`src/rtl/matrix_stream_reader_if.sv`:
```
// Element stream from the matrix reader to the display/UART path.
interface matrix_stream_reader_if #(
  parameter int unsigned ELEM_W = 8
);
  logic [ELEM_W-1:0] elem_out;
  logic [2:0]        elem_row;
  logic [2:0]        elem_col;
  logic              elem_valid;
  logic              elem_ready;
  logic              row_last;
  logic              mat_last;

  modport master (
    output elem_out, elem_row, elem_col, elem_valid, row_last, mat_last,
    input  elem_ready
  );

  modport slave (
    input  elem_out, elem_row, elem_col, elem_valid, row_last, mat_last,
    output elem_ready
  );
endinterface

```
`src/rtl/matrix_stream_reader.sv`:
```
// Captures a packed MAX_DIM x MAX_DIM matrix plus its dimensions on start and
// streams the used elements out one per transfer in row-major order.
module matrix_stream_reader #(
  parameter int unsigned MAX_DIM = 5,
  parameter int unsigned ELEM_W  = 8
) (
  input  logic                                clk,
  input  logic                                reset,
  input  logic                                start,
  input  logic [2:0]                          m_in,
  input  logic [2:0]                          n_in,
  input  logic [MAX_DIM*MAX_DIM*ELEM_W-1:0]   matrix_in,
  output logic                                busy,
  output logic                                done,
  output logic                                error,
  matrix_stream_reader_if.master              stream
);

  localparam int unsigned MAT_W = MAX_DIM * MAX_DIM * ELEM_W;

  localparam logic [0:0] IDLE = 1'b0;
  localparam logic [0:0] SEND = 1'b1;

  logic [0:0]       state;
  logic [2:0]       r;
  logic [2:0]       c;
  logic [2:0]       m_q;
  logic [2:0]       n_q;
  logic [MAT_W-1:0] mat_q;

  logic             dims_ok;
  logic             sending;
  logic             last_col;
  logic             last_row;
  logic [31:0]      offset;

  // Dimension check, end-of-row/matrix flags and the slot bit offset (32-bit to avoid truncation)
  always_comb begin
    dims_ok  = (m_in != '0) && (n_in != '0) &&
               (32'(m_in) <= MAX_DIM) && (32'(n_in) <= MAX_DIM);
    sending  = (state == SEND);
    last_col = (c == n_q - 3'd1);
    last_row = (r == m_q - 3'd1);
    offset   = (32'(r) * MAX_DIM + 32'(c)) * ELEM_W;
  end

  // Stream outputs are driven from the captured copy and forced to zero outside SEND
  always_comb begin
    stream.elem_valid = sending;
    stream.elem_out   = sending ? mat_q[offset +: ELEM_W] : '0;
    stream.elem_row   = sending ? r : '0;
    stream.elem_col   = sending ? c : '0;
    stream.row_last   = sending && last_col;
    stream.mat_last   = sending && last_col && last_row;
    busy              = sending;
  end

  // Capture on start, advance row-major on each transfer, pulse done/error
  always_ff @(posedge clk or posedge reset) begin
    if (reset) begin
      state <= IDLE;
      r     <= '0;
      c     <= '0;
      m_q   <= '0;
      n_q   <= '0;
      mat_q <= '0;
      done  <= 1'b0;
      error <= 1'b0;
    end else begin
      done  <= 1'b0;
      error <= 1'b0;
      if (state == IDLE) begin
        if (start) begin
          if (dims_ok) begin
            mat_q <= matrix_in;
            m_q   <= m_in;
            n_q   <= n_in;
            r     <= '0;
            c     <= '0;
            state <= SEND;
          end else begin
            error <= 1'b1;
          end
        end
      end else if (stream.elem_ready) begin
        if (last_col) begin
          c <= '0;
          // Counters return to 0 after the final element so the slot select stays in range
          if (last_row) begin
            r     <= '0;
            state <= IDLE;
            done  <= 1'b1;
          end else begin
            r <= r + 3'd1;
          end
        end else begin
          c <= c + 3'd1;
        end
      end
    end
  end

endmodule

```
`src/flat_wrapper.sv`:
```
// flat-port wrapper written by rule: the top's interface ports become plain ports
module matrix_stream_reader_flat 
#(
  parameter int unsigned MAX_DIM = 5,
  parameter int unsigned ELEM_W  = 8
)
  (clk, reset, start, m_in, n_in, matrix_in, busy, done, error, stream_elem_out, stream_elem_row, stream_elem_col, stream_elem_valid, stream_row_last, stream_mat_last, stream_elem_ready);
  matrix_stream_reader_if #(.ELEM_W(ELEM_W)) stream_i ();
  input  logic clk;
  input  logic reset;
  input  logic start;
  input  logic [2:0] m_in;
  input  logic [2:0] n_in;
  input  logic [MAX_DIM*MAX_DIM*ELEM_W-1:0] matrix_in;
  output logic busy;
  output logic done;
  output logic error;
  output wire logic [$bits(stream_i.elem_out)-1:0] stream_elem_out;
  output wire logic [$bits(stream_i.elem_row)-1:0] stream_elem_row;
  output wire logic [$bits(stream_i.elem_col)-1:0] stream_elem_col;
  output wire logic [$bits(stream_i.elem_valid)-1:0] stream_elem_valid;
  output wire logic [$bits(stream_i.row_last)-1:0] stream_row_last;
  output wire logic [$bits(stream_i.mat_last)-1:0] stream_mat_last;
  input wire logic [$bits(stream_i.elem_ready)-1:0] stream_elem_ready;
  assign stream_elem_out = stream_i.elem_out;
  assign stream_elem_row = stream_i.elem_row;
  assign stream_elem_col = stream_i.elem_col;
  assign stream_elem_valid = stream_i.elem_valid;
  assign stream_row_last = stream_i.row_last;
  assign stream_mat_last = stream_i.mat_last;
  assign stream_i.elem_ready = stream_elem_ready;
  matrix_stream_reader #(.MAX_DIM(MAX_DIM), .ELEM_W(ELEM_W)) u_core (.clk(clk), .reset(reset), .start(start), .m_in(m_in), .n_in(n_in), .matrix_in(matrix_in), .busy(busy), .done(done), .error(error), .stream(stream_i));
endmodule
```
`config.mk`:
```
export PLATFORM = sky130hd
export DESIGN_NAME = matrix_stream_reader_flat
export DESIGN_NICKNAME = d
export VERILOG_FILES = /design/src/rtl/matrix_stream_reader_if.sv /design/src/rtl/matrix_stream_reader.sv /design/src/flat_wrapper.sv
export SDC_FILE = /design/constraint.sdc
export NUM_CORES = 1
export LEC_CHECK = 0
export ABC_AREA = 0
export CORE_MARGIN = 2
export CORE_UTILIZATION = 50
export CTS_CLUSTER_DIAMETER = 200
export DETAILED_ROUTE_END_ITERATION = 8
export PLACE_DENSITY = 0.8
export SLEW_MARGIN = 20
export SYNTH_ARGS = -nofsm -noshare
export SYNTH_HDL_FRONTEND = slang
export SYNTH_SLANG_ARGS = --single-unit
```
`constraint.sdc`:
```
create_clock -name clk -period 8.4 [get_ports clk]
set_clock_uncertainty 0.15 [all_clocks]
set_input_delay 0.84 -clock clk [delete_from_list [all_inputs] [get_ports clk]]
set_output_delay 0.84 -clock clk [all_outputs]
set_load 0.02 [all_outputs]
```
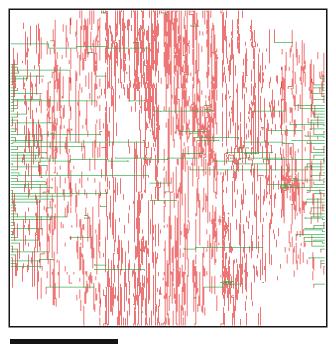
*Routed metal, one colour a layer*
Scale bar: 50 µm. Two of the layers only.
red -> M2  # wire length 11800 µm
green -> M3  # wire length 1850 µm
Total Routing Usage GR: 0.236
DR vias: 6658
final WL: 24900 µm
Routed WL per cell: 20.5 µm

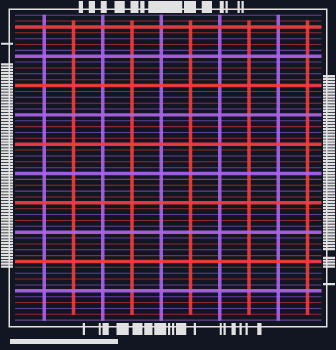
*Supply network*
Scale bar: 50 µm. Pins as bars on the die edge.
red -> VDD
purple -> VSS
met5 straps = 10
met4 straps = 10
rows = 52
met1 rails = 53
signal pins = 230
die width: 147 µm
die height: 147 µm
core footprint: 20100 µm²
IR drop worst, VDD: 0.000209 V

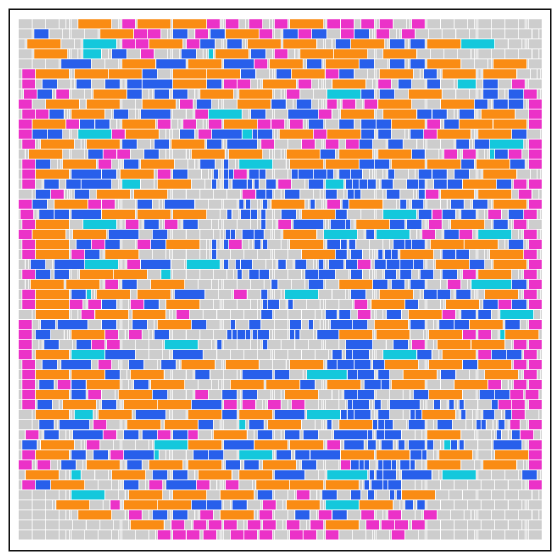
*Cells coloured by class*
Fill, decap, tap and diode cells in grey.
orange -> registers  # cells 215, share of their area 41%
blue -> remaining logic cells  # cells 450, share of their area 35%
magenta -> remaining buffers and delay cells  # cells 235, share of their area 18%
cyan -> clock drivers and dummy loads  # cells 43, share of their area 6.4%
final instance area: 13500 µm²
sequential share of cell area: 0.400
final design utilization: 0.669
# rows: 52

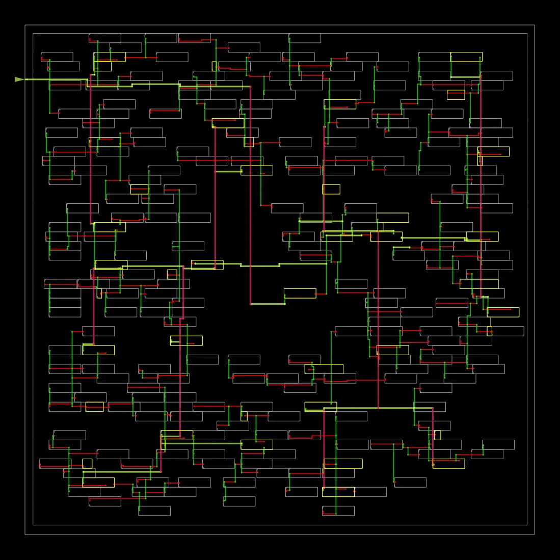
*Clock routing*
reported clock group power: 1.09 mW
clk sink count: 215

==> reports/summary.rpt <==
===================================================================================
DR iter-0 viols ......................................................          250
Synth unique cells ...................................................           41
Mapped cell area .....................................................    10200 µm²
Net count entering floorplan .........................................          934
R2R cell count .......................................................            7
Min-Delay Startpoint ................................................. u_core.mat_q[40]$_DFFE_PP0P_
1st-pass router iterations ...........................................            4
Grt ovf ..............................................................            0
Post-DRT Antenna Nets ................................................            0
Layout cell share with drive strength beyond 1 .......................        0.302
CTS Buf Count ........................................................           24
Cells after synthesis ................................................          710
Critical path launch point type ......................................    flip-flop
CP cell instances .................................................... ha_1, ha_1, fa_1, nor2b_1, a22o_1, a21oi_1, a221oi_1, nor3_1, clkdlybuf4s50_1
Cell repeated most along the worst path ..............................         ha_1
Top-area cell type share of the netlist area .........................        0.529
Via count of the first global-routing pass ...........................         7157
Max clock buf depth ..................................................            3
Reported leakage power ...............................................      5.62 nW
Filler Cell Count ....................................................         1469
Yosys synthesis warning count ........................................            0
Flip-flops with a built-in enable ....................................            0
Syn Area/Cell ........................................................     14.3 µm²
Final clock period utilization by the worst path .....................        0.658
Number of cells in the design after placement ........................         1170
Final max-slew violation count .......................................            0
Final layout net count ...............................................         1150
Number of cells on the worst hold path ...............................            1
CTS HTree Levels .....................................................            1
Final total negative setup slack .....................................         0 ns
Commonest non-fill, non-tap cell in the layout ....................... clkdlybuf4s50_1
Reg-to-Reg End ....................................................... u_core.r[2]$_DFFE_PP0P_
Largest net degree at the start of global routing ....................          137
# Cells Yosys ........................................................          710
Flops & latches, synth ...............................................          215
Slowest cell delay on critical path ..................................      0.98 ns
Via count normalized by instance count ...............................         5.49
Yosys chip area ......................................................    10200 µm²
Data arrival time of the critical path ...............................      4.54 ns
Kind of critical path ................................................      reg2out
Largest area contributor in the netlist ..............................      dfrtp_1
Clock tree from TritonCTS ............................................         done
Data required time at the worst endpoint .............................      7.41 ns
Global-route wire length before repair ...............................     39700 µm
Setup repair after global routing missed its margin ..................        false
Worst-case hold path end point ....................................... u_core.mat_q[40]$_DFFE_PP0P_
Sequential cell area fraction in the yosys report ....................        0.529
Slew at the pin closest to its max-slew limit ........................      1.08 ns
Initial antenna violation count ......................................            1
Worst Hold Class .....................................................      reg2reg
Cell type of the slowest stage on the worst timing path ..............         fa_1
Total setup buffers inserted after CTS ...............................            0
Minimum period implied by the final worst setup slack ................      5.53 ns
I/O pin cnt ..........................................................          230
Clock Latency Late Sink ..............................................      0.51 ns
Setup slack on the worst flop-to-flop path ...........................      5.07 ns
Root cell of the clock tree ..........................................    clkbuf_16
Overall die area .....................................................    21500 µm²
Synth area leaders ................................................... dfrtp_1, mux2_2, mux4_2
Most common logic cells in the final layout .......................... clkdlybuf4s50_1, dfrtp_1, mux2_2, mux2i_1, mux4_2
Number of warnings in the stage logs .................................           28
Biggest fanout along the worst timing path ...........................           21
Pre-Place Util .......................................................        0.505
Area added between synthesis and finish ..............................        32.4%
Count of cells resized by post-cts repair ............................            0
Max Clock Freq .......................................................      181 MHz
Sequential cell area .................................................     5380 µm²
Critical R2R Launch .................................................. u_core.busy$_DFF_PP0_
Register clock-pin slew on the reported worst setup and hold paths ...      0.06 ns
Count of placed standard cells in the final layout, fillers left out .         1213
Most used DFF post-synth .............................................      dfrtp_1
Max transition margin ................................................        0.278
CTS hold repair buffers ..............................................            0
Number of max-cap violations .........................................            0
Cell Pwr Density .....................................................   458 nW/µm²
Hold Vio Cnt, Final ..................................................            0
Number of remaining DRC errors .......................................            0
Combinational cell area excluding buffers and inverters ..............     4530 µm²
Synth async-reset ratio ..............................................         1.00
Result of the run .................................................... finished, final reports clean
Number of failing setup endpoints in the final timing report .........            0
Total inserted antenna cells .........................................            0
Number of I/O port buffers ...........................................          229
HPWL after detailed placement ........................................     17600 µm
RePlAce Congestion ...................................................        0.819
Capturing element type of the critical path ..........................  output port
===================================================================================
[kinds of logic after synthesis]
group                      synth area share
AOI/OAI and AO/OA                    0.0395
and+or+nand+nor                      0.0457
adders and majority gates            0.0180
muxes                                 0.328
DFF                                   0.529
xor gates and xnor gates             0.0113
buffers and inverters                0.0278
[registers in the layout, indices dropped and copies added, names as in the netlist]
signal        flops
u_core.m_q        3
u_core.busy       1
u_core.r          3
u_core.error      1
u_core.n_q        3
u_core.mat_q    200
u_core.c          3
u_core.done       1
[power by group]
part	total, mW	internal, mW	switching (mW)
Combinational	3.21	1.63	1.58
Sequential	1.87	1.55	0.315
Clock	1.09	0.679	0.414
[metal layers]
metal  vias to the layer above  part of all wire  global-route usage  wire length, µm
li1                       3048                 -                   -                -
met1                      3336              0.43               0.319            10700
met2                       235              0.47               0.384            11800
met3                        37             0.074              0.0653             1850
met4                         2             0.021              0.0534              519
met5                         -           0.00052                   0               13
[synth_stat cells (all sizes together), types with 2 or more instances]
library cell	number
mux2i	34
o21ai	6
inv	7
nand3	3
and4	7
a21oi	17
xnor2	2
nand2	29
nor2b	2
clkbuf	9
ha	13
xor2	6
mux2	202
nand2b	2
buf	36
nor3	11
a21o	3
nor2	28
a221oi	7
dfrtp	215
a22o	9
o31ai	7
mux4	32
nor4	2
and2	7
xnor3	2
[cell type report]
type,instances,share of cell area
Sequential cell,215,0.400
Tap cell,270,0.0251
Multi-Input combinational cell,443,0.337
Inverter,7,0.00251
Clock inverter,8,0.00911
Clock buffer,35,0.0530
Timing Repair Buffer,235,0.174
[worst max-delay path, delay by kind of cell (launching register included)]
kind | cells | cell delay [ns]
adders and majority gates | 3 | 1.62
DFF | 1 | 0.45
buffers and inverters | 1 | 0.68
AOI/OAI and AO/OA | 3 | 0.55
and+or+nand+nor | 2 | 0.71
[stage by stage]
step	total power [mW]	instance area, µm²	setup slack (ns)	utilization	hold slack (ns)
after floorplan	4.05	10200	1.53	-	0.325
after global placement	5.04	12600	3.44	0.628	0.334
after detailed placement	5.11	12600	3.40	0.628	0.342
after CTS	6.23	13500	2.85	0.669	0.355
after global routing	6.56	13500	2.62	0.669	0.366
final	6.17	13500	2.87	0.669	0.352
[how the worst max path moves through the flow]
stage | start | to | cells after the start
floorplan | reset | u_core.busy$_DFF_PP0_ | 1
global placement | u_core.r[0]$_DFFE_PP0P_ | stream_elem_out[3] | 9
detailed placement | u_core.r[0]$_DFFE_PP0P_ | stream_elem_out[3] | 9
CTS | u_core.r[0]$_DFFE_PP0P_ | stream_elem_out[3] | 9
global route | u_core.r[0]$_DFFE_PP0P_ | stream_elem_out[2] | 9
finish | u_core.r[0]$_DFFE_PP0P_ | stream_elem_out[2] | 9
Power and IR drop assume default switching activity.
